Figure 1. Cells colored by class (run 1).
Bar = 20 um.
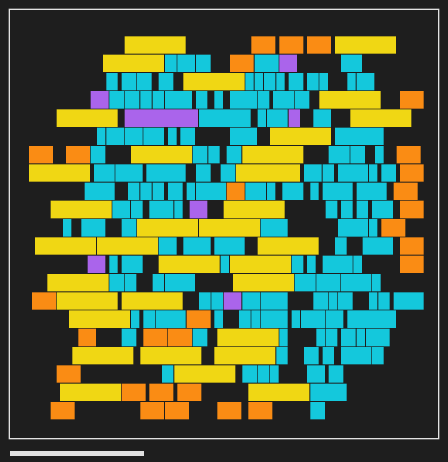
Figure 2. Gate families picked out (run 1).
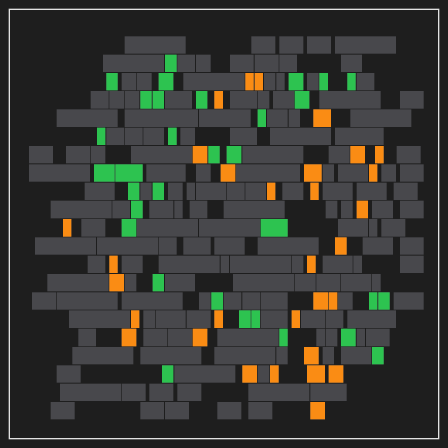
Figure 3. Congestion heat map (run 1).
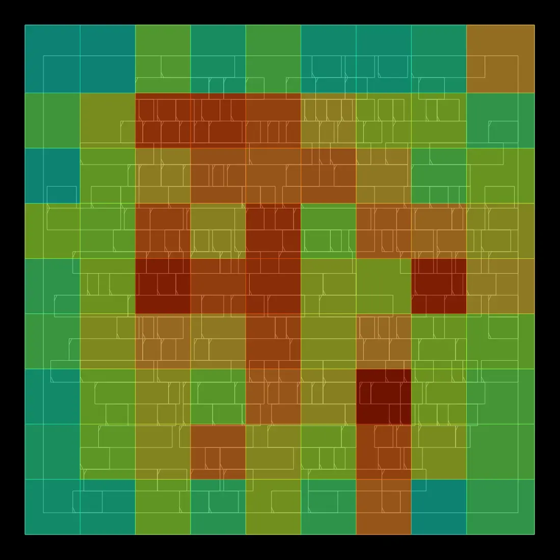
--- src/rtl/elevator_pkg.sv ---
// Shared types and constants for the two-car elevator dispatcher.
package elevator_pkg;

  localparam int NUM_FLOORS = 4;
  localparam int FLOOR_W    = 2;

  typedef logic [FLOOR_W-1:0] floor_t;

  typedef enum logic [1:0] {
    ST_IDLE   = 2'd0,
    ST_SELECT = 2'd1,
    ST_ISSUE  = 2'd2,
    ST_HALT   = 2'd3
  } state_t;

  // Car index: 0 = car0, 1 = car1.
  typedef logic car_idx_t;

  localparam car_idx_t CAR0 = 1'b0;
  localparam car_idx_t CAR1 = 1'b1;

  // Unsigned absolute floor distance.
  function automatic floor_t floor_dist(input floor_t a, input floor_t b);
    return (a > b) ? floor_t'(a - b) : floor_t'(b - a);
  endfunction

endpackage

--- src/rtl/elevator_dispatcher_car_selector.sv ---
// Combinational choice of the next floor to serve and the car to send.
// Floor: first pending bit at or above rr_ptr, wrapping. Car: nearest
// available car; equal distance goes to the car not used last time.
module car_selector
  import elevator_pkg::*;
(
  input  logic [NUM_FLOORS-1:0] pending,
  input  floor_t                rr_ptr,
  input  floor_t                car0_floor,
  input  floor_t                car1_floor,
  input  logic                  car0_avail,
  input  logic                  car1_avail,
  input  car_idx_t              last_car,
  output logic                  sel_valid,
  output floor_t                sel_floor,
  output car_idx_t              sel_car
);

  logic   found;
  floor_t scan_idx;
  floor_t dist0;
  floor_t dist1;

  // Round-robin scan of pending floors starting at rr_ptr.
  always_comb begin
    found     = 1'b0;
    scan_idx  = '0;
    sel_floor = rr_ptr;
    for (int i = 0; i < NUM_FLOORS; i++) begin
      scan_idx = rr_ptr + floor_t'(i);
      if (!found && pending[scan_idx]) begin
        sel_floor = scan_idx;
        found     = 1'b1;
      end
    end
  end

  // Nearest available car, ties alternate away from the last car used.
  always_comb begin
    dist0   = floor_dist(car0_floor, sel_floor);
    dist1   = floor_dist(car1_floor, sel_floor);
    sel_car = CAR0;
    if (car0_avail && car1_avail) begin
      if (dist0 < dist1)      sel_car = CAR0;
      else if (dist1 < dist0) sel_car = CAR1;
      else                    sel_car = ~last_car;
    end else if (car1_avail) begin
      sel_car = CAR1;
    end
    sel_valid = found && (car0_avail || car1_avail);
  end

endmodule

--- src/rtl/elevator_dispatcher.sv ---
// Two-car elevator dispatcher: latches floor request edges, picks a floor
// and car, issues one command at a time with a ready timeout, and halts on
// emergency override.
//
// state     | meaning
// ----------+-----------------------------------------------------------
// ST_IDLE   | waiting for a pending floor and an available car
// ST_SELECT | one cycle: capture floor/car choice from car_selector
// ST_ISSUE  | cmd_valid high to chosen car until ready or timeout
// ST_HALT   | emergency override active, nothing dispatched
module elevator_dispatcher
  import elevator_pkg::*;
#(
  parameter int ACK_TIMEOUT = 16
) (
  input  logic                  clk,
  input  logic                  rst_n,
  input  logic [NUM_FLOORS-1:0] floor_requests,
  input  logic                  emergency_override,
  input  logic [FLOOR_W-1:0]    car0_floor,
  input  logic [FLOOR_W-1:0]    car1_floor,
  input  logic                  car0_busy,
  input  logic                  car1_busy,
  output logic                  car0_cmd_valid,
  output logic                  car1_cmd_valid,
  output logic [FLOOR_W-1:0]    car0_cmd_floor,
  output logic [FLOOR_W-1:0]    car1_cmd_floor,
  input  logic                  car0_cmd_ready,
  input  logic                  car1_cmd_ready,
  output logic [NUM_FLOORS-1:0] pending_requests,
  output logic [1:0]            car_fault,
  output logic                  halted
);

  localparam logic [7:0] CNT_LAST = 8'(ACK_TIMEOUT - 1);

  state_t                state_q,     state_d;
  logic [NUM_FLOORS-1:0] req_sync_q,  req_sync_d;
  logic [NUM_FLOORS-1:0] req_prev_q,  req_prev_d;
  logic [NUM_FLOORS-1:0] pending_q,   pending_d;
  floor_t                rr_ptr_q,    rr_ptr_d;
  car_idx_t              last_car_q,  last_car_d;
  logic [7:0]            cnt_q,       cnt_d;
  logic [1:0]            fault_q,     fault_d;
  logic [1:0]            valid_q,     valid_d;
  floor_t                cmd_floor_q, cmd_floor_d;
  car_idx_t              sel_car_q,   sel_car_d;
  logic                  halted_q,    halted_d;

  logic [NUM_FLOORS-1:0] rise;
  logic [NUM_FLOORS-1:0] clr;
  logic                  avail0;
  logic                  avail1;
  logic                  issue_ready;
  logic                  sel_valid;
  floor_t                sel_floor;
  car_idx_t              sel_car;

  assign avail0      = !car0_busy && !fault_q[0];
  assign avail1      = !car1_busy && !fault_q[1];
  assign issue_ready = (sel_car_q == CAR1) ? car1_cmd_ready : car0_cmd_ready;
  assign rise        = req_sync_q & ~req_prev_q;

  car_selector u_car_selector (
    .pending    (pending_q),
    .rr_ptr     (rr_ptr_q),
    .car0_floor (car0_floor),
    .car1_floor (car1_floor),
    .car0_avail (avail0),
    .car1_avail (avail1),
    .last_car   (last_car_q),
    .sel_valid  (sel_valid),
    .sel_floor  (sel_floor),
    .sel_car    (sel_car)
  );

  // Next-state, request latching and registered-output computation.
  always_comb begin
    state_d     = state_q;
    req_sync_d  = floor_requests;
    req_prev_d  = req_sync_q;
    rr_ptr_d    = rr_ptr_q;
    last_car_d  = last_car_q;
    cnt_d       = cnt_q;
    fault_d     = fault_q;
    valid_d     = valid_q;
    cmd_floor_d = cmd_floor_q;
    sel_car_d   = sel_car_q;
    clr         = '0;

    case (state_q)
      ST_IDLE: begin
        if ((pending_q != '0) && (avail0 || avail1)) state_d = ST_SELECT;
      end
      ST_SELECT: begin
        if (sel_valid) begin
          state_d     = ST_ISSUE;
          cmd_floor_d = sel_floor;
          sel_car_d   = sel_car;
          valid_d     = (sel_car == CAR1) ? 2'b10 : 2'b01;
          cnt_d       = '0;
        end else begin
          state_d = ST_IDLE;
        end
      end
      ST_ISSUE: begin
        if (issue_ready) begin
          clr[cmd_floor_q] = 1'b1;
          rr_ptr_d         = cmd_floor_q + floor_t'(1);
          last_car_d       = sel_car_q;
          valid_d          = 2'b00;
          state_d          = ST_IDLE;
        end else if (cnt_q == CNT_LAST) begin
          fault_d[sel_car_q] = 1'b1;
          valid_d            = 2'b00;
          state_d            = ST_IDLE;
        end else begin
          cnt_d = cnt_q + 8'd1;
        end
      end
      ST_HALT: begin
        if (!emergency_override) state_d = ST_IDLE;
      end
      default: state_d = ST_IDLE;
    endcase

    // A new edge on the floor just accepted keeps the bit set.
    pending_d = (pending_q & ~clr) | rise;

    if (emergency_override) begin
      state_d   = ST_HALT;
      valid_d   = 2'b00;
      pending_d = '0;
      cnt_d     = '0;
    end

    halted_d = (state_d == ST_HALT);
  end

  // State and output registers with asynchronous reset.
  always_ff @(posedge clk or negedge rst_n) begin
    if (!rst_n) begin
      state_q     <= ST_IDLE;
      req_sync_q  <= '0;
      req_prev_q  <= '0;
      pending_q   <= '0;
      rr_ptr_q    <= '0;
      last_car_q  <= CAR1;
      cnt_q       <= '0;
      fault_q     <= '0;
      valid_q     <= '0;
      cmd_floor_q <= '0;
      sel_car_q   <= CAR0;
      halted_q    <= 1'b0;
    end else begin
      state_q     <= state_d;
      req_sync_q  <= req_sync_d;
      req_prev_q  <= req_prev_d;
      pending_q   <= pending_d;
      rr_ptr_q    <= rr_ptr_d;
      last_car_q  <= last_car_d;
      cnt_q       <= cnt_d;
      fault_q     <= fault_d;
      valid_q     <= valid_d;
      cmd_floor_q <= cmd_floor_d;
      sel_car_q   <= sel_car_d;
      halted_q    <= halted_d;
    end
  end

  assign car0_cmd_valid   = valid_q[0];
  assign car1_cmd_valid   = valid_q[1];
  assign car0_cmd_floor   = cmd_floor_q;
  assign car1_cmd_floor   = cmd_floor_q;
  assign pending_requests = pending_q;
  assign car_fault        = fault_q;
  assign halted           = halted_q;

endmodule

--- config.mk ---
export PLATFORM = sky130hd
export DESIGN_NAME = elevator_dispatcher
export DESIGN_NICKNAME = d
export VERILOG_FILES = /design/src/rtl/elevator_pkg.sv /design/src/rtl/elevator_dispatcher_car_selector.sv /design/src/rtl/elevator_dispatcher.sv
export SDC_FILE = /design/constraint.sdc
export NUM_CORES = 1
export LEC_CHECK = 0
export CORE_MARGIN = 2
export CORE_UTILIZATION = 54
export CTS_CLUSTER_DIAMETER = 60
export DETAILED_ROUTE_END_ITERATION = 10
export GPL_ROUTABILITY_DRIVEN = 1
export HOLD_SLACK_MARGIN = 0.03
export PLACE_DENSITY = 0.81
export SYNTH_ARGS = -nofsm -noshare
export SYNTH_HDL_FRONTEND = slang
export SYNTH_HIERARCHICAL = 1
export SYNTH_SLANG_ARGS = --single-unit
--- constraint.sdc ---
create_clock -name clk -period 4.47 [get_ports clk]
set_clock_uncertainty 0.2 [all_clocks]
set_input_delay 1.341 -clock clk [delete_from_list [all_inputs] [get_ports clk]]
set_output_delay 1.341 -clock clk [all_outputs]
set_load 0.01 [all_outputs]
==> GITHUB_STEP_SUMMARY, run 1 <==
## PnR job results

| Metric | Value |
|---|---|
| Status | `finished, final reports clean` |
| CP peak stage delay | `0.53 ns` |
| Iter 0 DRT Violations | `around 110` |
| Seq share, synth | `43.0%` |
| Combinational share of power | `roughly two fifths` |
| Synthesized area | `1920 um^2` |
| Max-slew headroom | `between 40% and 50%` |
| Min Tclk post-route | `about 4.2 ns` |
| Dpl cells | `between 200 and 300` |
| Via count of the first global-routing pass | `approximately 1600` |
| Share of layout cells above drive strength 1 | `a little under 9%` |
| CTS Buf Count | `5` |
| Yosys top cell by area | `dfrtp_1` |
| Pwr dens | `approximately 440 nW/um^2` |
| Clock Power Share | `about a fifth` |
| Sw Pwr | `356 uW` |
| WL final | `between 4000 and 5000 um` |
| CP Capture Point | `valid_q[0]$_DFFE_PN0P_` |
| Syn Nets | `roughly 220` |
| CTS Root Cell | `clkbuf_4` |
| Gr ovfl total | `0` |
| Residual DRC count | `0` |
| Setup crit start kind | `primary input` |
| Adder share | `between 10% and 20%` |
| GP Congestion | `about 0.8` |
| Most frequent logic cell in the layout | `dfrtp_1` |
| R2r startpoint | `pending_requests[2]$_DFF_PN0_` |
| Die area | `approximately 4100 um^2` |
| Peak VDD IR | `around 0.00028 V` |
| Cell Area, Placed | `~2200 um^2` |
| Hold Crit Class | `reg -> reg` |
| Fin. max-slew vios | `0` |
| Commonest flop | `dfrtp_1` |
| Post-synthesis compound-gate area fraction | `15.6%` |
| Post-CTS sizing | `0` |
| Worst Max-Slew Pin Slew | `0.781 ns` |
| Cts hold-fix bufs | `0` |
| Worst setup margin | `0.301 ns` |
| Final non-filler cell total | `262` |
| Crit. path cell count | `11` |
| Total power | `999 uW` |
| Cycle use final | `93.3%` |
| PortBufs | `27` |
| Post-CTS setup buffers | `0` |
| Reg with most FFs | `cnt_q` |
| Height of the die | `about 64 um` |
| Max frequency | `about 240 MHz` |
| CTS Sinks | `33` |
| Nets | `about 250` |
| Most frequent CP cell | `ha_1` |
| YS warnings | `6` |
| Hold WS | `roughly 0.18 ns` |
About Figure 1:
other buffers and delay cells: shown in orange, cells 29, share of their area 13%. flops: shown in yellow, cells 33, share of their area 37%. all other logic: shown in cyan, cells 147, share of their area 47%. clock drivers and dummy loads: shown in purple, cells 7, share of their area 3.2%.
row cnt: 21
core area: 3390 um^2
Seq/total area: 36.0%
final core occ: 67.7%

About Figure 2:
NOR gates: shown in orange, cells 31. NAND gates: shown in green, cells 32.

About Figure 3:
wire length per cell: 15.8 um
met2 GRT Util: 39.9%
GR Util met3: 5.71%
total track usage: 22.6%

==> run 1: routing by layer <==
layer	GRT usage [%]	wire length, um
met5	0	0
met4	11.1	114
met3	5.71	196
met1	25.1	1650
met2	39.9	2170
==> run 1: cell type report <==
| class | instances | area (um^2) | share of cell area (%) |
|---|---|---|---|
| Clock buffer | 5 | 37.5 | 1.64 |
| Clock inverter | 2 | 35.0 | 1.53 |
| Inverter | 9 | 33.8 | 1.47 |
| Multi-Input combinational cell | 138 | 1020 | 44.4 |
| Sequential cell | 33 | 827 | 36.0 |
| Tap cell | 46 | 57.6 | 2.51 |
| Timing Repair Buffer | 29 | 285 | 12.4 |
==> run 1: power by group through the flow <==
stage	clock network (uW)	logic, uW	registers (uW)
floorplan	0	268	384
finish	214	399	387
global route	238	442	393
CTS	220	398	385
detailed placement	0	396	392
global placement	0	361	387
Figure 4. Register map, names as in the netlist (run 1).
Bar = 20 um. Other sequential cells in the stronger gray, the rest of the logic in the fainter gray.
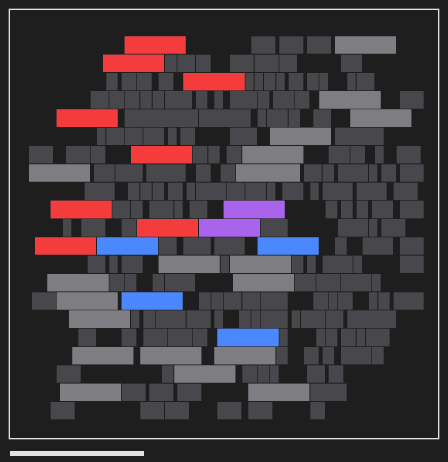

==> run 1 -> run 2 <==
Settings changed: CORE_UTILIZATION 54 to 26, PLACE_DENSITY 0.81 to 0.46.
Clock period 4.47 ns to 4.2 ns, I/O delays scaled along.
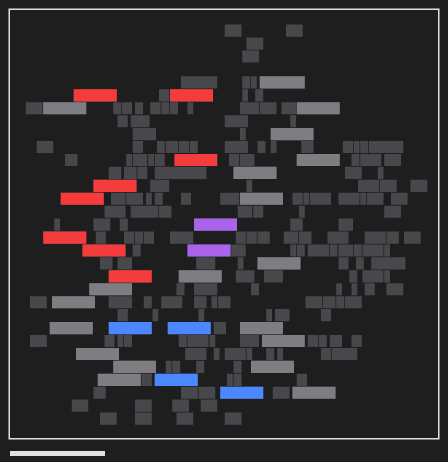
Figure 5: run 2, register map, names as in the netlist.
Bar = 20 um. Other sequential cells in the stronger gray, the rest of the logic in the fainter gray.
cnt_q: shown in red, flops 8. state_q: shown in purple, flops 2. pending_requests: shown in blue, flops 4, where bottom middle.
Another 19 sequential cells are not colored.
final core occ: 33.7%
P_seq: 412 uW

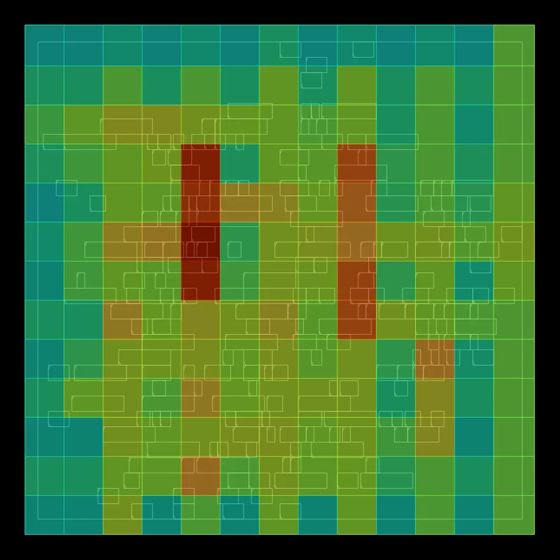
Figure 6: run 2, congestion heat map.
GR Util met3: 2.60%
layer with the highest usage: met2

==> GITHUB_STEP_SUMMARY, run 2 <==
## PnR job results

| Metric | Value |
|---|---|
| CTS Root Cell | `clkbuf_8` |
| Commonest flop | `dfrtp_1` |
| Max frequency | `250 MHz` |
| Hold WS | `0.168 ns (-0.00682 ns)` |
| Worst setup margin | `0.202 ns (-0.0993 ns)` |
| Reg with most FFs | `cnt_q` |
| Seq/total area | `34.0% (-2.1 points)` |
| PortBufs | `27 (unchanged)` |
| Peak VDD IR | `0.000129 V (-54%)` |
| Share of layout cells above drive strength 1 | `10.4% (+1.6 points)` |
| Setup crit start kind | `primary input` |
| Inverters | `9 (unchanged)` |
| WL final | `4350 um (+5.2%)` |
| Dpl cells | `312 (+22%)` |
| Via count of the first global-routing pass | `1480 (-6.6%)` |
| Syn Nets | `219 (unchanged)` |
| Comb area share | `41.8% (-2.6 points)` |
| R2r startpoint | `pending_requests[2]$_DFF_PN0_` |
| Synthesized area | `1920 um^2 (unchanged)` |
| Iter 0 DRT Violations | `78 (-32%)` |
| Combinational logic power | `408 uW (+2%)` |
| Max-slew headroom | `67.6% (+20 points)` |
| Core area | `7210 um^2 (+110%)` |
| CTS Buf Count | `5 (unchanged)` |
| Clock buf/inv share | `4.78% (+1.6 points)` |
| Total power | `1130 uW (+13%)` |
| Status | `finished, final reports clean` |
| Die area | `8110 um^2 (+100%)` |
| Register Area | `827 um^2 (unchanged)` |
| Tapcells | `99 (+120%)` |
| Clock Power Share | `27.6% (+6.2 points)` |
| Gr ovfl total | `0 (unchanged)` |
| Non-clock buffers | `33 (+14%)` |
| Most frequent CP cell | `ha_1` |
| Most frequent logic cell in the layout | `dfrtp_1` |
| Pwr dens | `465 nW/um^2 (+6.9%)` |
| Seq share, synth | `43.0% (unchanged)` |
| Residual DRC count | `0 (unchanged)` |
| Num sequential | `33 (unchanged)` |
| Num ports | `28` |
| Hold Crit Class | `reg -> reg` |
| Cycle use final | `a little over nine tenths` |
| CP Capture Point | `valid_q[0]$_DFFE_PN0P_` |
| Multi-input gate area | `1020 um^2 (unchanged)` |
| Adder share | `11.2% (unchanged)` |
| CP peak stage delay | `0.53 ns (about the same)` |
| Clock buffer count | `7 (+2)` |
| Wire length per cell | `13.6 um (-14%)` |
| Post-synthesis compound-gate area fraction | `15.6% (unchanged)` |
| Fin. max-slew vios | `0 (unchanged)` |
| Height of the die | `90.0 um (+41%)` |
| 1st-pass router iterations | `4` |
| Sw Pwr | `376 uW (+5.8%)` |
| Crit. path cell count | `11 (unchanged)` |
| YS warnings | `6 (unchanged)` |
| Cell Area, Placed | `2320 um^2 (+4.3%)` |
| Hold wc startpoint | `req_prev_d[2]$_DFF_PN0_` |
| Row cnt | `31 (+48%)` |
| Top cell category | `logic gates` |
| Nets | `251 (+1.6%)` |
| Power Clock | `312 uW (+46%)` |
| Comb_multi_in | `138 (unchanged)` |
| Yosys top cell by area | `dfrtp_1` |
| GP Congestion | `0.748 (-9.2%)` |
| Worst Max-Slew Pin Slew | `0.484 ns (-0.297 ns)` |
| Min Tclk post-route | `4.00 ns` |
| Final non-filler cell total | `320 (+22%)` |
[run 2: cell count changes in the layout (fill, tap and decap cells not counted)]
cell      before  now
buf_4          2    6
clkbuf_1       0    1
clkbuf_4       5    0
clkbuf_8       0    6
clkinv_2       1    0
o21ai_0        4    3
o21ai_1        2    3
[run 2: what timing repair did]
action | CTS | global route
setup endpoints to repair | 0 | 1
setup buffers | 0 | 0
resized | 0 | 1
hold buffers | 0 | 0
[run 2: per-layer routing]
| metal | track usage, % | part of all wire, % | wire [um] | up-vias |
|---|---|---|---|---|
| met1 | 16.0 | 50 | 2170 | 721 |
| li1 | - | - | - | 745 |
| met2 | 17.9 | 46 | 1980 | 20 |
| met5 | 0 | 0 | 0 | - |
| met3 | 2.60 | 3.5 | 151 | 4 |
| met4 | 3.46 | 0.97 | 42 | 0 |
Power is estimated from default activity; no workload was simulated.
